==> config.mk <==
export PLATFORM = sky130hd
export DESIGN_NAME = hazard_unit
export DESIGN_NICKNAME = d
export VERILOG_FILES = /design/src/rtl/pipeline_pkg.sv /design/src/rtl/hazard_unit_sat_counter.sv /design/src/rtl/hazard_unit.sv
export SDC_FILE = /design/constraint.sdc
export NUM_CORES = 1
export LEC_CHECK = 0
export CAP_MARGIN = 20
export CORE_AREA = 4 4 58 60
export CTS_CLUSTER_DIAMETER = 120
export CTS_CLUSTER_SIZE = 30
export DETAILED_ROUTE_END_ITERATION = 16
export DIE_AREA = 0 0 62 64
export PLACE_DENSITY = 0.85
export SETUP_SLACK_MARGIN = 0.02
export SLEW_MARGIN = 20
export SYNTH_ARGS = -nofsm -noshare
export SYNTH_HDL_FRONTEND = slang
export SYNTH_SLANG_ARGS = --single-unit
==> constraint.sdc <==
create_clock -name clk -period 6.85 [get_ports clk]
set_input_delay 1.7125 -clock clk [delete_from_list [all_inputs] [get_ports clk]]
set_output_delay 1.7125 -clock clk [all_outputs]
set_load 0.03 [all_outputs]
==> src/rtl/pipeline_pkg.sv <==
// Shared pipeline definitions used by the decode-stage hazard controller.
//   - hz_state_e  : hazard FSM encodings (also exported on state_o for debug)
//   - hz_action_e : what the controller does in the current cycle
//   - hz_ctrl_t   : the six pipeline-register enables driven per cycle
//   - ctrl_of()   : maps an action onto its register enables
//   - NOP_INSTR   : encoding loaded into IF/ID by a flush
package pipeline_pkg;

  localparam int DEFAULT_REG_ADDR_W = 3;

  // Wide enough for the largest legal flush length (7).
  localparam int FLUSH_CNT_W = 3;

  // addi x0, x0, 0: the instruction word a cleared IF/ID register holds.
  localparam logic [31:0] NOP_INSTR = 32'h0000_0013;

  typedef enum logic [1:0] {
    HZ_RUN      = 2'd0,
    HZ_BR_FLUSH = 2'd1,
    HZ_MEM_WAIT = 2'd2
  } hz_state_e;

  typedef enum logic [2:0] {
    ACT_RESET,     // rst low: pipeline held empty
    ACT_HOLD,      // unit disabled: pass-through, state frozen
    ACT_PASS,      // no hazard
    ACT_FREEZE,    // data memory busy: nothing moves, nothing clears
    ACT_LOAD_USE,  // one bubble into ID/EX, PC and IF/ID hold
    ACT_BR_NEW,    // fresh taken branch: start a full flush window
    ACT_BR_CONT    // continue a flush window from the held counter
  } hz_action_e;

  typedef struct packed {
    logic pc_write;
    logic if_id_write;
    logic if_id_flush;
    logic id_ex_write;
    logic id_ex_flush;
    logic ex_mem_write;
  } hz_ctrl_t;

  function automatic hz_ctrl_t ctrl_of(input hz_action_e act);
    hz_ctrl_t c;
    c = '{1'b1, 1'b1, 1'b0, 1'b1, 1'b0, 1'b1};  // pass-through
    case (act)
      ACT_RESET:    c = '{1'b0, 1'b0, 1'b1, 1'b0, 1'b1, 1'b0};
      ACT_FREEZE:   c = '{1'b0, 1'b0, 1'b0, 1'b0, 1'b0, 1'b0};
      ACT_LOAD_USE: c = '{1'b0, 1'b0, 1'b0, 1'b1, 1'b1, 1'b1};
      ACT_BR_NEW,
      ACT_BR_CONT:  c = '{1'b1, 1'b1, 1'b1, 1'b1, 1'b1, 1'b1};
      default:      ;
    endcase
    return c;
  endfunction

endpackage

==> src/rtl/hazard_unit_sat_counter.sv <==
// Saturating up-counter with synchronous clear.
//   clk   : clock, rising edge
//   clr   : synchronous clear (highest priority)
//   inc   : count one when not already at all-ones
//   count : current value; sticks at all-ones, never wraps
module sat_counter #(
  parameter int CNT_W = 16
) (
  input  logic             clk,
  input  logic             clr,
  input  logic             inc,
  output logic [CNT_W-1:0] count
);

  // NOTE: sequential state uses non-blocking assignments so every flop
  // samples pre-edge values regardless of process evaluation order.
  always_ff @(posedge clk) begin
    if (clr) begin
      count <= '0;
    end else if (inc && (count != '1)) begin
      count <= count + 1'b1;
    end
  end

endmodule

==> src/rtl/hazard_unit.sv <==
// Decode-stage hazard controller. Drives the stall/flush enables of the
// PC, IF/ID, ID/EX and EX/MEM registers for load-use hazards, taken
// branches resolved in EX, and data-memory stalls.
//   clk, rst            : clock; synchronous active-low reset
//   en                  : unit enable (0 = pass-through, state holds)
//   id_rsrc1/2, id_use1/2 : source registers of the ID instruction
//   ex_rdst, ex_mem_read  : destination / load flag of the EX instruction
//   branch_taken        : taken branch in EX (one-cycle pulse)
//   mem_busy            : data memory not ready this cycle
//   pc_write .. ex_mem_write : pipeline register enables (combinational)
//   bubble_cnt          : saturating count of id_ex_flush cycles
//   state_o             : current FSM state for debug
module hazard_unit
  import pipeline_pkg::*;
#(
  parameter int REG_ADDR_W   = DEFAULT_REG_ADDR_W,
  parameter int FLUSH_CYCLES = 2,
  parameter int CNT_W        = 16
) (
  input  logic                  clk,
  input  logic                  rst,
  input  logic                  en,
  input  logic [REG_ADDR_W-1:0] id_rsrc1,
  input  logic [REG_ADDR_W-1:0] id_rsrc2,
  input  logic                  id_use1,
  input  logic                  id_use2,
  input  logic [REG_ADDR_W-1:0] ex_rdst,
  input  logic                  ex_mem_read,
  input  logic                  branch_taken,
  input  logic                  mem_busy,
  output logic                  pc_write,
  output logic                  if_id_write,
  output logic                  if_id_flush,
  output logic                  id_ex_write,
  output logic                  id_ex_flush,
  output logic                  ex_mem_write,
  output logic [CNT_W-1:0]      bubble_cnt,
  output logic [1:0]            state_o
);

  // The branch cycle itself is the first flush cycle; the counter holds
  // how many flush cycles remain after it.
  localparam logic [FLUSH_CNT_W-1:0] FLUSH_RELOAD = FLUSH_CNT_W'(FLUSH_CYCLES - 1);

  hz_state_e              state, state_nxt;
  logic [FLUSH_CNT_W-1:0] flush_cnt, flush_cnt_nxt;
  logic                   branch_pending, branch_pending_nxt;
  logic                   lu;
  hz_action_e             act;
  hz_ctrl_t               ctrl;

  assign lu = ex_mem_read & ((id_use1 & (id_rsrc1 == ex_rdst)) |
                             (id_use2 & (id_rsrc2 == ex_rdst)));

  // Action select. Priority: mem_busy > branch (live or pending) > lu.
  // NOTE: every variable written in always_comb gets a default first, so
  // no path can leave it unassigned and infer a latch.
  always_comb begin
    act = ACT_PASS;
    if (!rst) begin
      act = ACT_RESET;
    end else if (!en) begin
      act = ACT_HOLD;
    end else begin
      case (state)
        HZ_RUN: begin
          if (mem_busy)          act = ACT_FREEZE;
          else if (branch_taken) act = ACT_BR_NEW;
          else if (lu)           act = ACT_LOAD_USE;
        end
        HZ_BR_FLUSH: begin
          if (mem_busy)          act = ACT_FREEZE;
          else if (branch_taken) act = ACT_BR_NEW;
          else                   act = ACT_BR_CONT;
        end
        HZ_MEM_WAIT: begin
          if (mem_busy)            act = ACT_FREEZE;
          else if (branch_taken)   act = ACT_BR_NEW;
          // A zero counter means the deferred branch never started flushing.
          else if (branch_pending) act = (flush_cnt != '0) ? ACT_BR_CONT : ACT_BR_NEW;
          else if (lu)             act = ACT_LOAD_USE;
        end
        default: act = ACT_PASS;
      endcase
    end
  end

  // Next-state logic driven by the selected action.
  always_comb begin
    state_nxt          = state;
    flush_cnt_nxt      = flush_cnt;
    branch_pending_nxt = branch_pending;
    case (act)
      ACT_FREEZE: begin
        state_nxt = HZ_MEM_WAIT;
        if (branch_taken) begin
          // A branch arriving during a stall gets a full flush window later.
          branch_pending_nxt = 1'b1;
          flush_cnt_nxt      = '0;
        end else if (state == HZ_BR_FLUSH) begin
          // Interrupted flush: keep the remaining count and resume it.
          branch_pending_nxt = 1'b1;
        end
      end
      ACT_BR_NEW: begin
        branch_pending_nxt = 1'b0;
        if (FLUSH_CYCLES > 1) begin
          state_nxt     = HZ_BR_FLUSH;
          flush_cnt_nxt = FLUSH_RELOAD;
        end else begin
          state_nxt     = HZ_RUN;
          flush_cnt_nxt = '0;
        end
      end
      ACT_BR_CONT: begin
        branch_pending_nxt = 1'b0;
        if (flush_cnt <= FLUSH_CNT_W'(1)) begin
          state_nxt     = HZ_RUN;
          flush_cnt_nxt = '0;
        end else begin
          state_nxt     = HZ_BR_FLUSH;
          flush_cnt_nxt = flush_cnt - 1'b1;
        end
      end
      ACT_PASS, ACT_LOAD_USE: begin
        state_nxt          = HZ_RUN;
        flush_cnt_nxt      = '0;
        branch_pending_nxt = 1'b0;
      end
      default: ;  // reset is applied by the register; hold keeps everything
    endcase
  end

  always_ff @(posedge clk) begin
    if (!rst) begin
      state          <= HZ_RUN;
      flush_cnt      <= '0;
      branch_pending <= 1'b0;
    end else begin
      state          <= state_nxt;
      flush_cnt      <= flush_cnt_nxt;
      branch_pending <= branch_pending_nxt;
    end
  end

  assign ctrl         = ctrl_of(act);
  assign pc_write     = ctrl.pc_write;
  assign if_id_write  = ctrl.if_id_write;
  assign if_id_flush  = ctrl.if_id_flush;
  assign id_ex_write  = ctrl.id_ex_write;
  assign id_ex_flush  = ctrl.id_ex_flush;
  assign ex_mem_write = ctrl.ex_mem_write;
  assign state_o      = state;

  // id_ex_flush is forced high during reset, so clear must win over inc.
  sat_counter #(
    .CNT_W (CNT_W)
  ) u_bubble_cnt (
    .clk   (clk),
    .clr   (~rst),
    .inc   (id_ex_flush),
    .count (bubble_cnt)
  );

endmodule

==> impl_results.html <==
<!-- implementation run metrics -->
<table>
<tr><th>Metric</th><th>Value</th></tr>
<tr><th colspan="2">Worst setup path</th></tr>
<tr><td>CP endpoint kind</td><td>output port</td></tr>
<tr><td>Data required time at the worst endpoint</td><td>approximately 5000 ps</td></tr>
<tr><td>Startpoint of the most critical setup path</td><td>rst</td></tr>
<tr><td>Delay contributed by the slowest stage of the critical path</td><td>~670 ps</td></tr>
<tr><td>Slowest library cell on the worst path</td><td>sky130_fd_sc_hd__clkdlybuf4s50_1</td></tr>
<tr><td>WS Path Type</td><td>input port to output port</td></tr>
<tr><td>R2R Path End</td><td>u_bubble_cnt.count[1]$_SDFFE_PN0P_</td></tr>
<tr><td>Largest driver fanout on the critical path</td><td>19</td></tr>
<tr><th colspan="2">Clocking</th></tr>
<tr><td>CTS buffer count</td><td>3</td></tr>
<tr><td>Root buffer selected by CTS</td><td>sky130_fd_sc_hd__clkbuf_4</td></tr>
<tr><td>CTS H-tree depth</td><td>1</td></tr>
<tr><td>Clock latency reported for the late side of the worst-skew pair</td><td>310 ps</td></tr>
<tr><td>Clock sinks</td><td>22</td></tr>
<tr><td>TritonCTS clock tree</td><td>done</td></tr>
<tr><td>Buffer depth of the longest clock path</td><td>2</td></tr>
<tr><th colspan="2">Global routing</th></tr>
<tr><td>Met2 track demand over resource</td><td>29.4%</td></tr>
<tr><td>Tot GR Track Use</td><td>17.2%</td></tr>
<tr><td>Vias in the first global route</td><td>between 1000 and 1500</td></tr>
<tr><td>Global-route congestion overflow total</td><td>0</td></tr>
<tr><td>Grt met3 use</td><td>under 10%</td></tr>
<tr><td>Gr busiest metal</td><td>met2</td></tr>
<tr><th colspan="2">Power and ir drop</th></tr>
<tr><td>Part of the power in the clock network</td><td>between 20% and 30%</td></tr>
<tr><td>Group drawing the most power</td><td>sequential cells</td></tr>
<tr><td>Net load switching power</td><td>around 0.071 mW</td></tr>
<tr><td>Clk pwr</td><td>~0.072 mW</td></tr>
<tr><td>Switching share of total power</td><td>between 20% and 30%</td></tr>
<tr><td>Power of the combinational group</td><td>0.0526 mW</td></tr>
<tr><td>Worst VDD drop</td><td>about 0.1 mV</td></tr>
<tr><td>Static Leak</td><td>just over 0.6 nW</td></tr>
<tr><td>Power per cell area</td><td>between 100 and 150 nW/µm²</td></tr>
<tr><th colspan="2">Floorplan</th></tr>
<tr><td>Die X-Extent</td><td>about 62 µm</td></tr>
<tr><td>Tapcell Cnt</td><td>33</td></tr>
<tr><td>Floorplan utilization</td><td>between 40% and 50%</td></tr>
<tr><td>Core footprint</td><td>2930 µm²</td></tr>
<tr><td>Site row count</td><td>20</td></tr>
<tr><td>DIE HEIGHT</td><td>about 64 µm</td></tr>
<tr><th colspan="2">Detailed routing</th></tr>
<tr><td>WL/cell</td><td>between 10 and 15 µm</td></tr>
<tr><td>Top layer used by detailed routing</td><td>met4</td></tr>
<tr><td>Antenna Nets Post-Route</td><td>0</td></tr>
<tr><td>Met3 WL post-DR</td><td>241 µm</td></tr>
<tr><td>DRC marker count from the first detailed-route iteration</td><td>46</td></tr>
<tr><td>Via count normalized by instance count</td><td>5.90</td></tr>
<tr><td>M1 WL</td><td>about 1400 µm</td></tr>
<tr><th colspan="2">Yosys</th></tr>
<tr><td>MUX area fraction</td><td>~1.5%</td></tr>
<tr><td>Ys flops</td><td>22</td></tr>
<tr><td>Post-Syn Area</td><td>between 1000 and 1500 µm²</td></tr>
<tr><td>Yosys aoi share</td><td>between 20% and 30%</td></tr>
<tr><td>Asr flop ratio synth</td><td>0%</td></tr>
<tr><td>Net count after synthesis</td><td>between 150 and 200</td></tr>
<tr><td>Number of unique standard cell types used by synthesis</td><td>roughly 53</td></tr>
<tr><td>Largest type area fraction</td><td>roughly a third</td></tr>
<tr><td>Adder-cell area share of the yosys netlist</td><td>~2.7%</td></tr>
<tr><td>Post-synth seq share</td><td>about a third</td></tr>
<tr><td>Synthesized area per cell</td><td>between 8 and 9 µm²</td></tr>
<tr><td>Most used DFF post-synth</td><td>sky130_fd_sc_hd__dfxtp_1</td></tr>
<tr><td>Count of library flops with an enable pin</td><td>0</td></tr>
<tr><td>Prevailing logic family in the synthesized netlist</td><td>simple AND/OR/NAND/NOR gates</td></tr>
<tr><td>Synthesized chip area reported by yosys</td><td>1370 µm²</td></tr>
<tr><th colspan="2">Timing</th></tr>
<tr><td>Slew Viols, Final</td><td>0</td></tr>
<tr><td>Count of final hold-check violations</td><td>0</td></tr>
<tr><td>Remaining max-slew budget at the tightest pin</td><td>approximately 60%</td></tr>
<tr><td>Number of failing setup endpoints in the final timing report</td><td>0</td></tr>
<tr><td>Post-route setup TNS</td><td>0 ps</td></tr>
<tr><td>Transition time at the pin with the least slew margin</td><td>594 ps</td></tr>
<tr><td>Setup repair after global routing missed its margin</td><td>no</td></tr>
<tr><td>Minimum clock period after layout</td><td>roughly 5900 ps</td></tr>
<tr><th colspan="2">Final layout</th></tr>
<tr><td>Post-layout net count</td><td>between 200 and 250</td></tr>
<tr><td>Total of plain and repair buffers excluding clock buffers</td><td>40</td></tr>
<tr><td>Combinational cell area excluding buffers and inverters</td><td>between 800 and 900 µm²</td></tr>
<tr><td>Top register by number of flip-flops</td><td>u_bubble_cnt.count</td></tr>
<tr><td>Register area</td><td>440 µm²</td></tr>
<tr><td>Share of post-route cells with drive strength above 1</td><td>around 5.6%</td></tr>
<tr><td>Number of sequential cells in the layout</td><td>22</td></tr>
<tr><td>Combinational gates</td><td>between 100 and 150</td></tr>
<tr><td>Non-filler cells in the finished layout</td><td>between 200 and 250</td></tr>
<tr><td>Number of clock buffers in the layout</td><td>4</td></tr>
<tr><td>Filler cells</td><td>between 200 and 300</td></tr>
<tr><td>Number of flip-flops in the largest register</td><td>16</td></tr>
<tr><td>Flop share of the area</td><td>between 20 and 25%</td></tr>
<tr><th colspan="2">Worst hold path</th></tr>
<tr><td>HP Class</td><td>flip-flop to flip-flop</td></tr>
<tr><th colspan="2">Outcome</th></tr>
<tr><td>Status</td><td>complete, no violations</td></tr>
<tr><th colspan="2">Placed design</th></tr>
<tr><td>Global placer's final weighted congestion</td><td>between 0.7 and 0.8</td></tr>
</table>
-- layout by cell type, fill, tap and decap left out, drive strengths merged, types with 2 or more instances in the layout --
| master | instances |
|---|---|
| nor3 | 3 |
| dfxtp | 22 |
| and3 | 2 |
| inv | 7 |
| nand2b | 5 |
| and4b | 2 |
| nor2 | 8 |
| o31a | 2 |
| o31ai | 4 |
| a21o | 2 |
| or4 | 4 |
| ha | 3 |
| nand4 | 3 |
| a21oi | 15 |
| clkdlybuf4s50 | 40 |
| mux2i | 2 |
| and4 | 3 |
| nand2 | 11 |
| or3b | 2 |
| o211ai | 2 |
| o21a | 6 |
| a31oi | 2 |
| a2bb2oi | 2 |
| or3 | 4 |
| nand3 | 7 |
| xnor2 | 6 |
| o21ai | 7 |
| clkbuf | 4 |
Figure 1. Port wiring.
Scale bar: 20 µm.
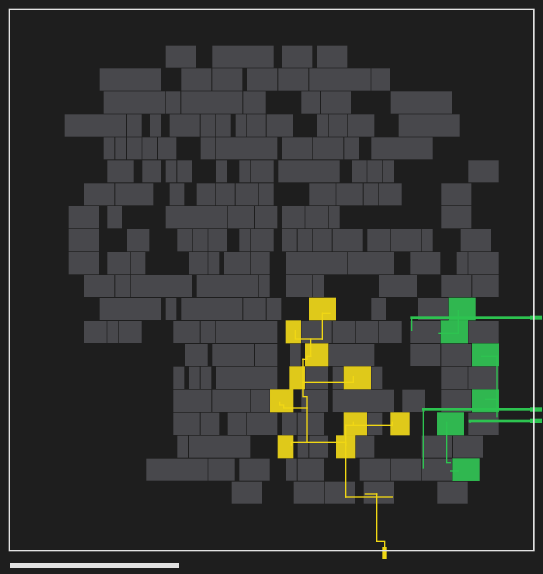
| colour | port | direction | end cells | buffers | wire |
|---|---|---|---|---|---|
| yellow | `en` | input | 10 | 1 | 68.3 µm |
| green | `ex_rdst` | input | 6 | 3 | 63.9 µm |
number of I/O pins: 41
number of buffers added on ports: 40

Figure 2. Met1 routing.
Supply wires on this layer in grey.
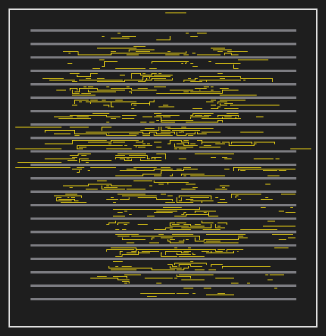
share of all routed wire: 44%
wire length on this layer: 1440 µm
main direction: horizontal
GR Layer Usage met1: 22.4%
DRT Wirelength: 3280 µm
detailed-route via count: 1363

Figure 3. Signal wires by layer.
Two of the layers only.
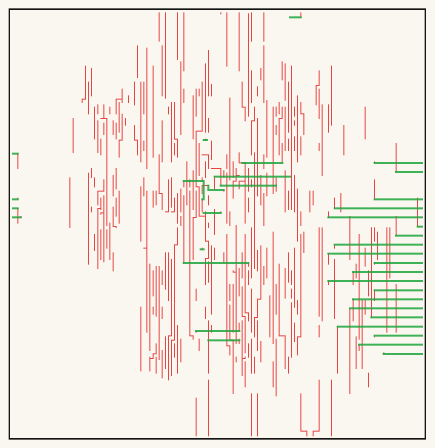
| colour | layer | wire length |
|---|---|---|
| red | metal 2 | 1560 µm |
| green | metal 3 | 242 µm |

No activity file was given, so power comes from the tool's default toggle rates.
